Fig. 1: run 1, the metal 1 layer
Scale bar: 50 um. Supply wires on this layer in gray.
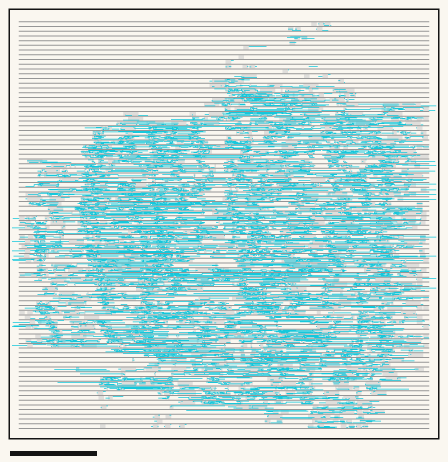
Fig. 2: run 1, logic cells by family
Scale bar: 50 um.
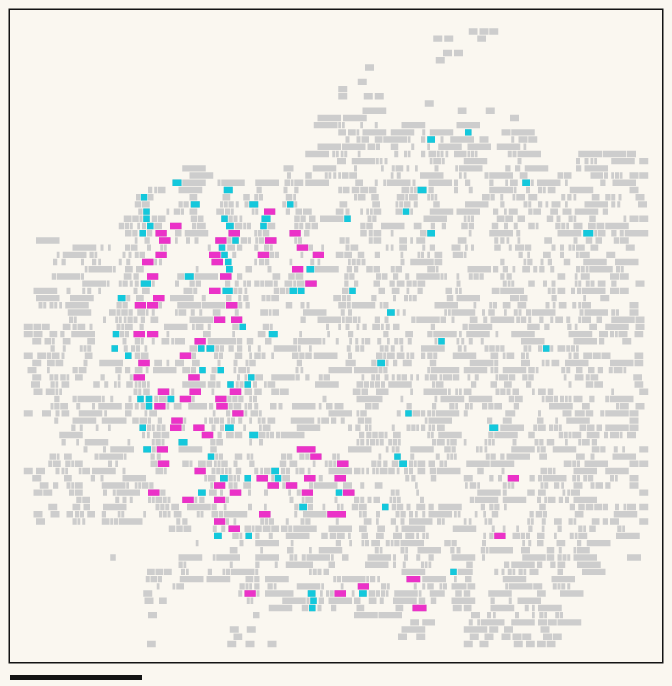
Fig. 3: run 1, cells by drive strength
Scale bar: 50 um.
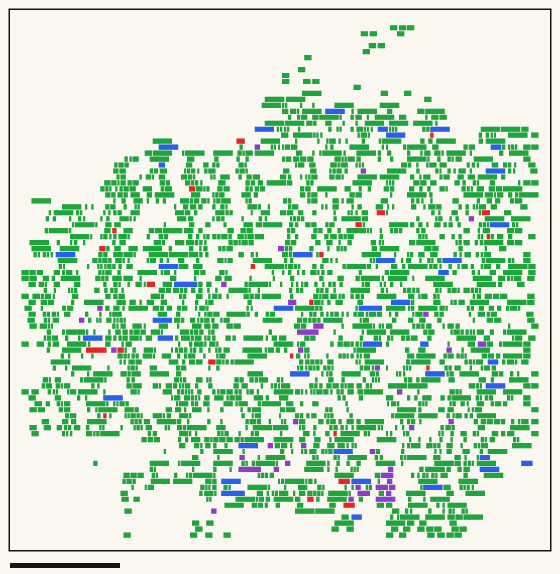
Fig. 4: run 1, placed cells, one color a class
Scale bar: 50 um.
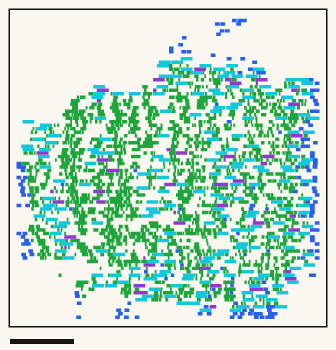
`src/rtl/mips_cpu_muldiv.sv`:
```
// mips_cpu_muldiv
// Multi-cycle multiply/divide unit that owns the architectural HI/LO registers.
// It executes MULT/MULTU/DIV/DIVU with a radix-2 iterative datapath. Multiply is
// shift-add and divide is restoring. MTHI/MTLO write HI/LO in a single cycle.
//
// Ports
//   clk    : clock, all state updates on the rising edge
//   rst_n  : asynchronous active-low reset
//   start  : operation request, sampled only in IDLE/DONE
//   op     : 0 MULT, 1 MULTU, 2 DIV, 3 DIVU, 4 MTHI, 5 MTLO, 6/7 no-op
//   a      : rs operand (multiplicand / dividend / MTHI,MTLO data)
//   b      : rt operand (multiplier / divisor)
//   flush  : abort the in-flight operation; HI/LO keep their old values
//   busy   : high while CALC or FIX is active
//   done   : one-cycle pulse when HI/LO take a mult/div result
//   hi, lo : HI/LO registers (product high/low, or remainder/quotient)

module mips_cpu_muldiv #(
    parameter int WIDTH = 32
) (
    input  logic             clk,
    input  logic             rst_n,
    input  logic             start,
    input  logic [2:0]       op,
    input  logic [WIDTH-1:0] a,
    input  logic [WIDTH-1:0] b,
    input  logic             flush,
    output logic             busy,
    output logic             done,
    output logic [WIDTH-1:0] hi,
    output logic [WIDTH-1:0] lo
);

    localparam int CNT_W = $clog2(WIDTH) + 1;

    localparam logic [1:0] ST_IDLE = 2'd0;
    localparam logic [1:0] ST_CALC = 2'd1;
    localparam logic [1:0] ST_FIX  = 2'd2;
    localparam logic [1:0] ST_DONE = 2'd3;

    localparam logic [2:0] OP_MTHI = 3'd4;
    localparam logic [2:0] OP_MTLO = 3'd5;

    // Two's-complement negate when neg is set; also used to take magnitudes.
    function automatic logic [WIDTH-1:0] cond_neg(input logic [WIDTH-1:0] v, input logic neg);
        cond_neg = neg ? (~v + WIDTH'(1)) : v;
    endfunction

    logic [1:0]         state_r;
    logic [1:0]         state_nxt_s;
    logic [CNT_W-1:0]   cnt_r;
    logic [WIDTH-1:0]   acc_hi_r;    // running product high half / partial remainder
    logic [WIDTH-1:0]   acc_lo_r;    // multiplier being consumed / dividend->quotient
    logic [WIDTH-1:0]   opd_r;       // |multiplicand| or |divisor|
    logic [WIDTH-1:0]   a_raw_r;     // raw dividend, needed for the divide-by-zero result
    logic               is_div_r;
    logic               neg_q_r;     // negate product / quotient
    logic               neg_r_r;     // negate remainder
    logic               div_zero_r;
    logic [WIDTH-1:0]   hi_r;
    logic [WIDTH-1:0]   lo_r;
    logic               busy_r;
    logic               done_r;

    logic               idle_like_s;
    logic               req_s;
    logic               accept_s;
    logic               mthi_s;
    logic               mtlo_s;
    logic               signed_op_s;
    logic               sa_s;
    logic               sb_s;

    logic [WIDTH:0]     mul_sum_s;
    logic [WIDTH:0]     r_sh_s;
    logic               div_ge_s;
    logic [WIDTH-1:0]   div_diff_s;
    logic [WIDTH-1:0]   calc_hi_s;
    logic [WIDTH-1:0]   calc_lo_s;

    logic [2*WIDTH-1:0] prod_s;
    logic [2*WIDTH-1:0] prod_fix_s;
    logic [WIDTH-1:0]   fix_hi_s;
    logic [WIDTH-1:0]   fix_lo_s;

    // DONE accepts requests exactly like IDLE; flush masks any request that cycle.
    assign idle_like_s = (state_r == ST_IDLE) || (state_r == ST_DONE);
    assign req_s       = idle_like_s && start && !flush;
    assign accept_s    = req_s && !op[2];
    assign mthi_s      = req_s && (op == OP_MTHI);
    assign mtlo_s      = req_s && (op == OP_MTLO);

    // MULT and DIV (even opcodes) are the signed variants.
    assign signed_op_s = !op[0];
    assign sa_s        = signed_op_s && a[WIDTH-1];
    assign sb_s        = signed_op_s && b[WIDTH-1];

    // Shift-add step: conditionally add the multiplicand, then shift {carry,hi,lo} right.
    assign mul_sum_s = {1'b0, acc_hi_r} + {1'b0, (acc_lo_r[0] ? opd_r : {WIDTH{1'b0}})};

    // Restoring step: bring in the next dividend bit and try to subtract the divisor.
    // When the shifted remainder overflows into bit WIDTH it is always >= divisor, and
    // the true difference still fits in WIDTH bits, so the wrapped subtract is exact.
    assign r_sh_s     = {acc_hi_r, acc_lo_r[WIDTH-1]};
    assign div_ge_s   = r_sh_s[WIDTH] || (r_sh_s[WIDTH-1:0] >= opd_r);
    assign div_diff_s = r_sh_s[WIDTH-1:0] - opd_r;

    // Next accumulator values for one CALC iteration.
    always_comb begin
        calc_hi_s = acc_hi_r;
        calc_lo_s = acc_lo_r;
        if (is_div_r) begin
            calc_hi_s = div_ge_s ? div_diff_s : r_sh_s[WIDTH-1:0];
            calc_lo_s = {acc_lo_r[WIDTH-2:0], div_ge_s};
        end else begin
            calc_hi_s = mul_sum_s[WIDTH:1];
            calc_lo_s = {mul_sum_s[0], acc_lo_r[WIDTH-1:1]};
        end
    end

    assign prod_s     = {acc_hi_r, acc_lo_r};
    assign prod_fix_s = neg_q_r ? (~prod_s + (2*WIDTH)'(1)) : prod_s;

    // Sign correction applied in FIX; divide by zero returns all-ones / raw dividend.
    always_comb begin
        fix_hi_s = acc_hi_r;
        fix_lo_s = acc_lo_r;
        if (!is_div_r) begin
            fix_hi_s = prod_fix_s[2*WIDTH-1:WIDTH];
            fix_lo_s = prod_fix_s[WIDTH-1:0];
        end else if (div_zero_r) begin
            fix_hi_s = a_raw_r;
            fix_lo_s = {WIDTH{1'b1}};
        end else begin
            fix_hi_s = cond_neg(acc_hi_r, neg_r_r);
            fix_lo_s = cond_neg(acc_lo_r, neg_q_r);
        end
    end

    // FSM next-state: flush wins over everything while an op is in flight.
    always_comb begin
        state_nxt_s = state_r;
        case (state_r)
            ST_IDLE, ST_DONE: begin
                if (accept_s) begin
                    state_nxt_s = ST_CALC;
                end else begin
                    state_nxt_s = ST_IDLE;
                end
            end
            ST_CALC: begin
                if (flush) begin
                    state_nxt_s = ST_IDLE;
                end else if (cnt_r == CNT_W'(1)) begin
                    state_nxt_s = ST_FIX;
                end else begin
                    state_nxt_s = ST_CALC;
                end
            end
            ST_FIX: begin
                if (flush) begin
                    state_nxt_s = ST_IDLE;
                end else begin
                    state_nxt_s = ST_DONE;
                end
            end
            default: begin
                state_nxt_s = ST_IDLE;
            end
        endcase
    end

    // State, status flags, operand latch, iteration and HI/LO updates.
    always_ff @(posedge clk or negedge rst_n) begin
        if (!rst_n) begin
            state_r    <= ST_IDLE;
            cnt_r      <= {CNT_W{1'b0}};
            acc_hi_r   <= {WIDTH{1'b0}};
            acc_lo_r   <= {WIDTH{1'b0}};
            opd_r      <= {WIDTH{1'b0}};
            a_raw_r    <= {WIDTH{1'b0}};
            is_div_r   <= 1'b0;
            neg_q_r    <= 1'b0;
            neg_r_r    <= 1'b0;
            div_zero_r <= 1'b0;
            hi_r       <= {WIDTH{1'b0}};
            lo_r       <= {WIDTH{1'b0}};
            busy_r     <= 1'b0;
            done_r     <= 1'b0;
        end else begin
            state_r <= state_nxt_s;
            busy_r  <= (state_nxt_s == ST_CALC) || (state_nxt_s == ST_FIX);
            done_r  <= (state_r == ST_FIX) && !flush;
            case (state_r)
                ST_IDLE, ST_DONE: begin
                    if (accept_s) begin
                        cnt_r      <= CNT_W'(WIDTH);
                        acc_hi_r   <= {WIDTH{1'b0}};
                        acc_lo_r   <= cond_neg(a, sa_s);
                        opd_r      <= cond_neg(b, sb_s);
                        a_raw_r    <= a;
                        is_div_r   <= op[1];
                        neg_q_r    <= sa_s ^ sb_s;
                        neg_r_r    <= sa_s;
                        div_zero_r <= op[1] && (b == {WIDTH{1'b0}});
                    end else if (mthi_s) begin
                        hi_r <= a;
                    end else if (mtlo_s) begin
                        lo_r <= a;
                    end
                end
                ST_CALC: begin
                    if (!flush) begin
                        acc_hi_r <= calc_hi_s;
                        acc_lo_r <= calc_lo_s;
                        cnt_r    <= cnt_r - CNT_W'(1);
                    end
                end
                ST_FIX: begin
                    if (!flush) begin
                        hi_r <= fix_hi_s;
                        lo_r <= fix_lo_s;
                    end
                end
                default: begin
                    cnt_r <= {CNT_W{1'b0}};
                end
            endcase
        end
    end

    assign busy = busy_r;
    assign done = done_r;
    assign hi   = hi_r;
    assign lo   = lo_r;

endmodule

```
`config.mk`:
```
export PLATFORM = sky130hd
export DESIGN_NAME = mips_cpu_muldiv
export DESIGN_NICKNAME = d
export VERILOG_FILES = /design/src/rtl/mips_cpu_muldiv.sv
export SDC_FILE = /design/constraint.sdc
export NUM_CORES = 1
export LEC_CHECK = 0
export ABC_CLOCK_PERIOD_IN_PS = 6300
export CAP_MARGIN = 20
export CORE_MARGIN = 5
export CORE_UTILIZATION = 30
export CTS_CLUSTER_SIZE = 16
export DETAILED_ROUTE_END_ITERATION = 10
export GPL_ROUTABILITY_DRIVEN = 0
export PLACE_DENSITY = 0.52
export SETUP_SLACK_MARGIN = 0.5
export SYNTH_ARGS = -nofsm -noshare
export SYNTH_HDL_FRONTEND = slang
export SYNTH_SLANG_ARGS = --single-unit
```
`constraint.sdc`:
```
create_clock -name clk -period 6.3 [get_ports clk]
set_input_delay 0.63 -clock clk [delete_from_list [all_inputs] [get_ports clk]]
set_output_delay 0.63 -clock clk [all_outputs]
set_load 0.05 [all_outputs]
```
==> results.rst, run 1 <==
Metrics
=======

.. list-table::
   :header-rows: 1

   * - Metric
     - Value
   * - Result of the run
     - completed
   * - Synth top area cells
     - sky130_fd_sc_hd__dfrtp_1, sky130_fd_sc_hd__nand2_1, sky130_fd_sc_hd__o21ai_0
   * - Flip-flop and latch area
     - ~0.0052 mm2
   * - Post-layout minimum cycle time
     - roughly 4.4 ns
   * - Area of the core
     - between 0.05 and 0.06 mm2
   * - Power Combinational
     - approximately 2.2 mW
   * - Total of max-cap violations
     - 0
   * - Basic-gate share of the synthesized area counting and, or, nand and nor cells
     - 0.214
   * - Number of synthesized flops with an enable pin
     - 0
   * - Largest delay share family, worst path
     - AND-OR/OR-AND gates
   * - Maximum vdd drop
     - 0.226 mV
   * - Clock root buffer
     - sky130_fd_sc_hd__clkbuf_16
   * - Final total negative setup slack
     - 0 ns
   * - Tot Pwr
     - 5.67 mW
   * - Synth cell count leaders
     - sky130_fd_sc_hd__nand2_1, sky130_fd_sc_hd__o21ai_0, sky130_fd_sc_hd__dfrtp_1
   * - Combinational cell fraction of total power
     - 0.382
   * - Count of filler cells inserted in the layout
     - roughly 5800
   * - IO buf count
     - 136
   * - FFs & Latches
     - just over 200
   * - Tally of non-filler cells in the final layout
     - 3001
   * - Number of standard cells reported by yosys
     - ~2200
   * - Post-CTS Hold Buffers
     - 0
   * - Most instantiated logic cell after routing
     - sky130_fd_sc_hd__nand2_1
   * - Overall overflow remaining after global route
     - 0
   * - Maximum buffer depth of the clock tree
     - 3
   * - Maximum level of the CTS H-tree
     - 1
   * - Global-route wire length before repair
     - 97.2 mm
   * - Final setup violation count
     - 0
   * - P_clk
     - about 1.7 mW
   * - TritonCTS Buffers
     - 27
   * - Reg-to-reg endpoint
     - acc_hi_r[22]$_DFFE_PN0P_
   * - Post-CTS repair timing setup buffer count
     - 0
   * - Logic area
     - approximately 0.011 mm2
   * - Leak Pwr
     - between 8 and 9 nW
   * - # IOs
     - between 100 and 150
   * - Largest net degree at the start of global routing
     - about 86
   * - CTS tree
     - yes
   * - Max-area cell class
     - logic gates
   * - Critical path capture point
     - acc_hi_r[22]$_DFFE_PN0P_
   * - Critical Path RT
     - roughly 6.8 ns
   * - Top layer reached by signal wires
     - met4
   * - Number of rows in the core area
     - approximately 86
   * - Critical path depth
     - 11
   * - Worst setup path startpoint
     - acc_hi_r[1]$_DFFE_PN0P_
   * - Worst path bufs/invs
     - 1
   * - Global routing usage on met3
     - 0.0264
About Fig. 1:
share of all routed wire: 45%
nets with wire on the layer: 2192
wire length on this layer: 27.7 mm

About Fig. 2:
[magenta] adder and majority cells | cells: 74
[cyan] AND-OR and OR-AND gates | cells: 80

About Fig. 3:
[blue] _6 and larger | cells: 40 | share: 1.8%
[purple] _3 and _4 cells | cells: 38 | share: 1.7%
[red] _2 cells | cells: 23 | share: 1.0%
[green] _0 and _1 cells | cells: 2151 | share: 96%

About Fig. 4:
[purple] clock drivers and dummy loads | cells: 50 | share of their area: 5.0%
[green] combinational and other logic | cells: 1834 | share of their area: 59%
[cyan] flops | cells: 206 | share of their area: 28%
[blue] other buffers and delay cells | cells: 162 | share of their area: 8.4%

## Run 2: what changed since run 1
--- a/config.mk
+++ b/config.mk
@@ -5,7 +5,7 @@
 export SDC_FILE = /design/constraint.sdc
 export NUM_CORES = 1
 export LEC_CHECK = 0
-export ABC_CLOCK_PERIOD_IN_PS = 6300
+export ABC_CLOCK_PERIOD_IN_PS = 4550
 export CAP_MARGIN = 20
 export CORE_MARGIN = 5
 export CORE_UTILIZATION = 30
==> constraint.sdc (replaced) <==
create_clock -name clk -period 4.55 [get_ports clk]
set_input_delay 0.455 -clock clk [delete_from_list [all_inputs] [get_ports clk]]
set_output_delay 0.455 -clock clk [all_outputs]
set_load 0.05 [all_outputs]
Fig. 5: run 2, cells by drive strength
Scale bar: 50 um.
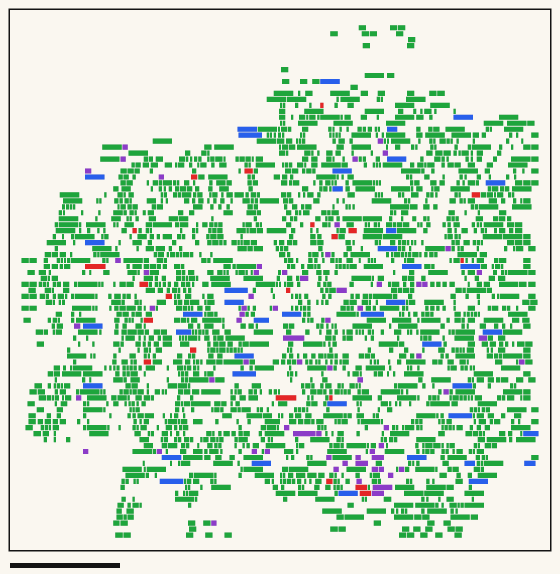
[purple] _3 and _4 cells | cells: 65 | share: 2.9%
[red] _2 cells | cells: 21 | share: 0.92%
[blue] _6 and larger | cells: 41 | share: 1.8%
[green] _0 and _1 cells | cells: 2152 | share: 94%

Fig. 6: run 2, logic cells by family
Scale bar: 50 um.
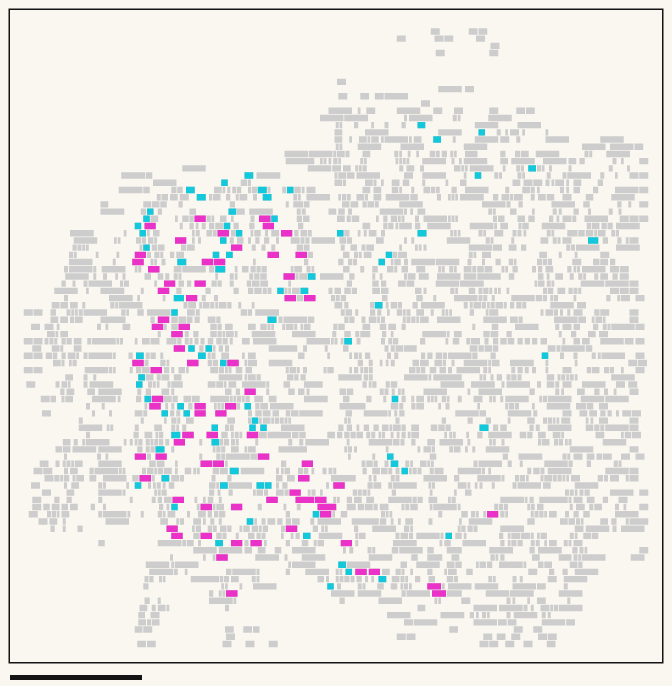
[cyan] AND-OR and OR-AND gates | cells: 80
[magenta] adder and majority cells | cells: 74

==> run 2 against run 1 <==
Net effect:
- wire length increased by 0.11%
- hold slack improved by 0.41 ns
- sequential share of layout area decreased by 0.37 points
- global-route usage decreased by 0.13 points
- die size unchanged
- final cell count increased by 0.90%
==> results.rst, run 2 <==
Metrics
=======

.. list-table::
   :header-rows: 1

   * - Metric
     - Value
   * - Maximum level of the CTS H-tree
     - 1 (unchanged)
   * - Critical Path RT
     - 5.07 ns (-1.69 ns)
   * - Count of filler cells inserted in the layout
     - 5767 (-0.40%)
   * - Total of max-cap violations
     - 0 (unchanged)
   * - Post-layout minimum cycle time
     - 3.79 ns (-0.579 ns)
   * - Result of the run
     - completed
   * - Tot Pwr
     - 7.99 mW (+41%)
   * - Logic area
     - 0.0108 mm2 (about the same)
   * - P_clk
     - 2.43 mW (+46%)
   * - Basic-gate share of the synthesized area counting and, or, nand and nor cells
     - 0.214 (unchanged)
   * - Post-CTS repair timing setup buffer count
     - 0 (unchanged)
   * - Top layer reached by signal wires
     - met4
   * - Largest delay share family, worst path
     - AND-OR/OR-AND gates
   * - Combinational cell fraction of total power
     - 0.380 (-0.002)
   * - Worst setup path startpoint
     - acc_hi_r[3]$_DFFE_PN0P_
   * - Synth top area cells
     - sky130_fd_sc_hd__dfrtp_1, sky130_fd_sc_hd__nand2_1, sky130_fd_sc_hd__o21ai_0
   * - Worst path bufs/invs
     - 0 (-1)
   * - CTS tree
     - yes
   * - Area of the core
     - 0.0552 mm2 (unchanged)
   * - Post-CTS Hold Buffers
     - 1 (+1)
   * - Number of synthesized flops with an enable pin
     - 0 (unchanged)
   * - Final setup violation count
     - 0 (unchanged)
   * - Number of standard cells reported by yosys
     - 2190 (unchanged)
   * - Most instantiated logic cell after routing
     - sky130_fd_sc_hd__nand2_1
   * - Global-route wire length before repair
     - 96.4 mm (-0.91%)
   * - Tally of non-filler cells in the final layout
     - 3028 (+0.90%)
   * - Maximum buffer depth of the clock tree
     - 3 (unchanged)
   * - Overall overflow remaining after global route
     - 0 (unchanged)
   * - TritonCTS Buffers
     - 27 (unchanged)
Fig. 7: run 2, track usage over the die
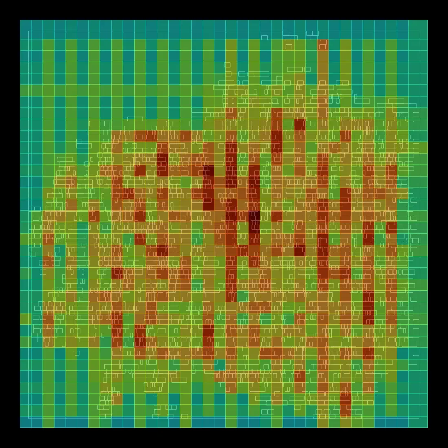
Layout Utilization: 0.361
Global Route met1 Usage: 0.270
GRT Overall Usage: 0.198
global routing usage on met3: 0.0231

Power and IR drop assume default switching activity.
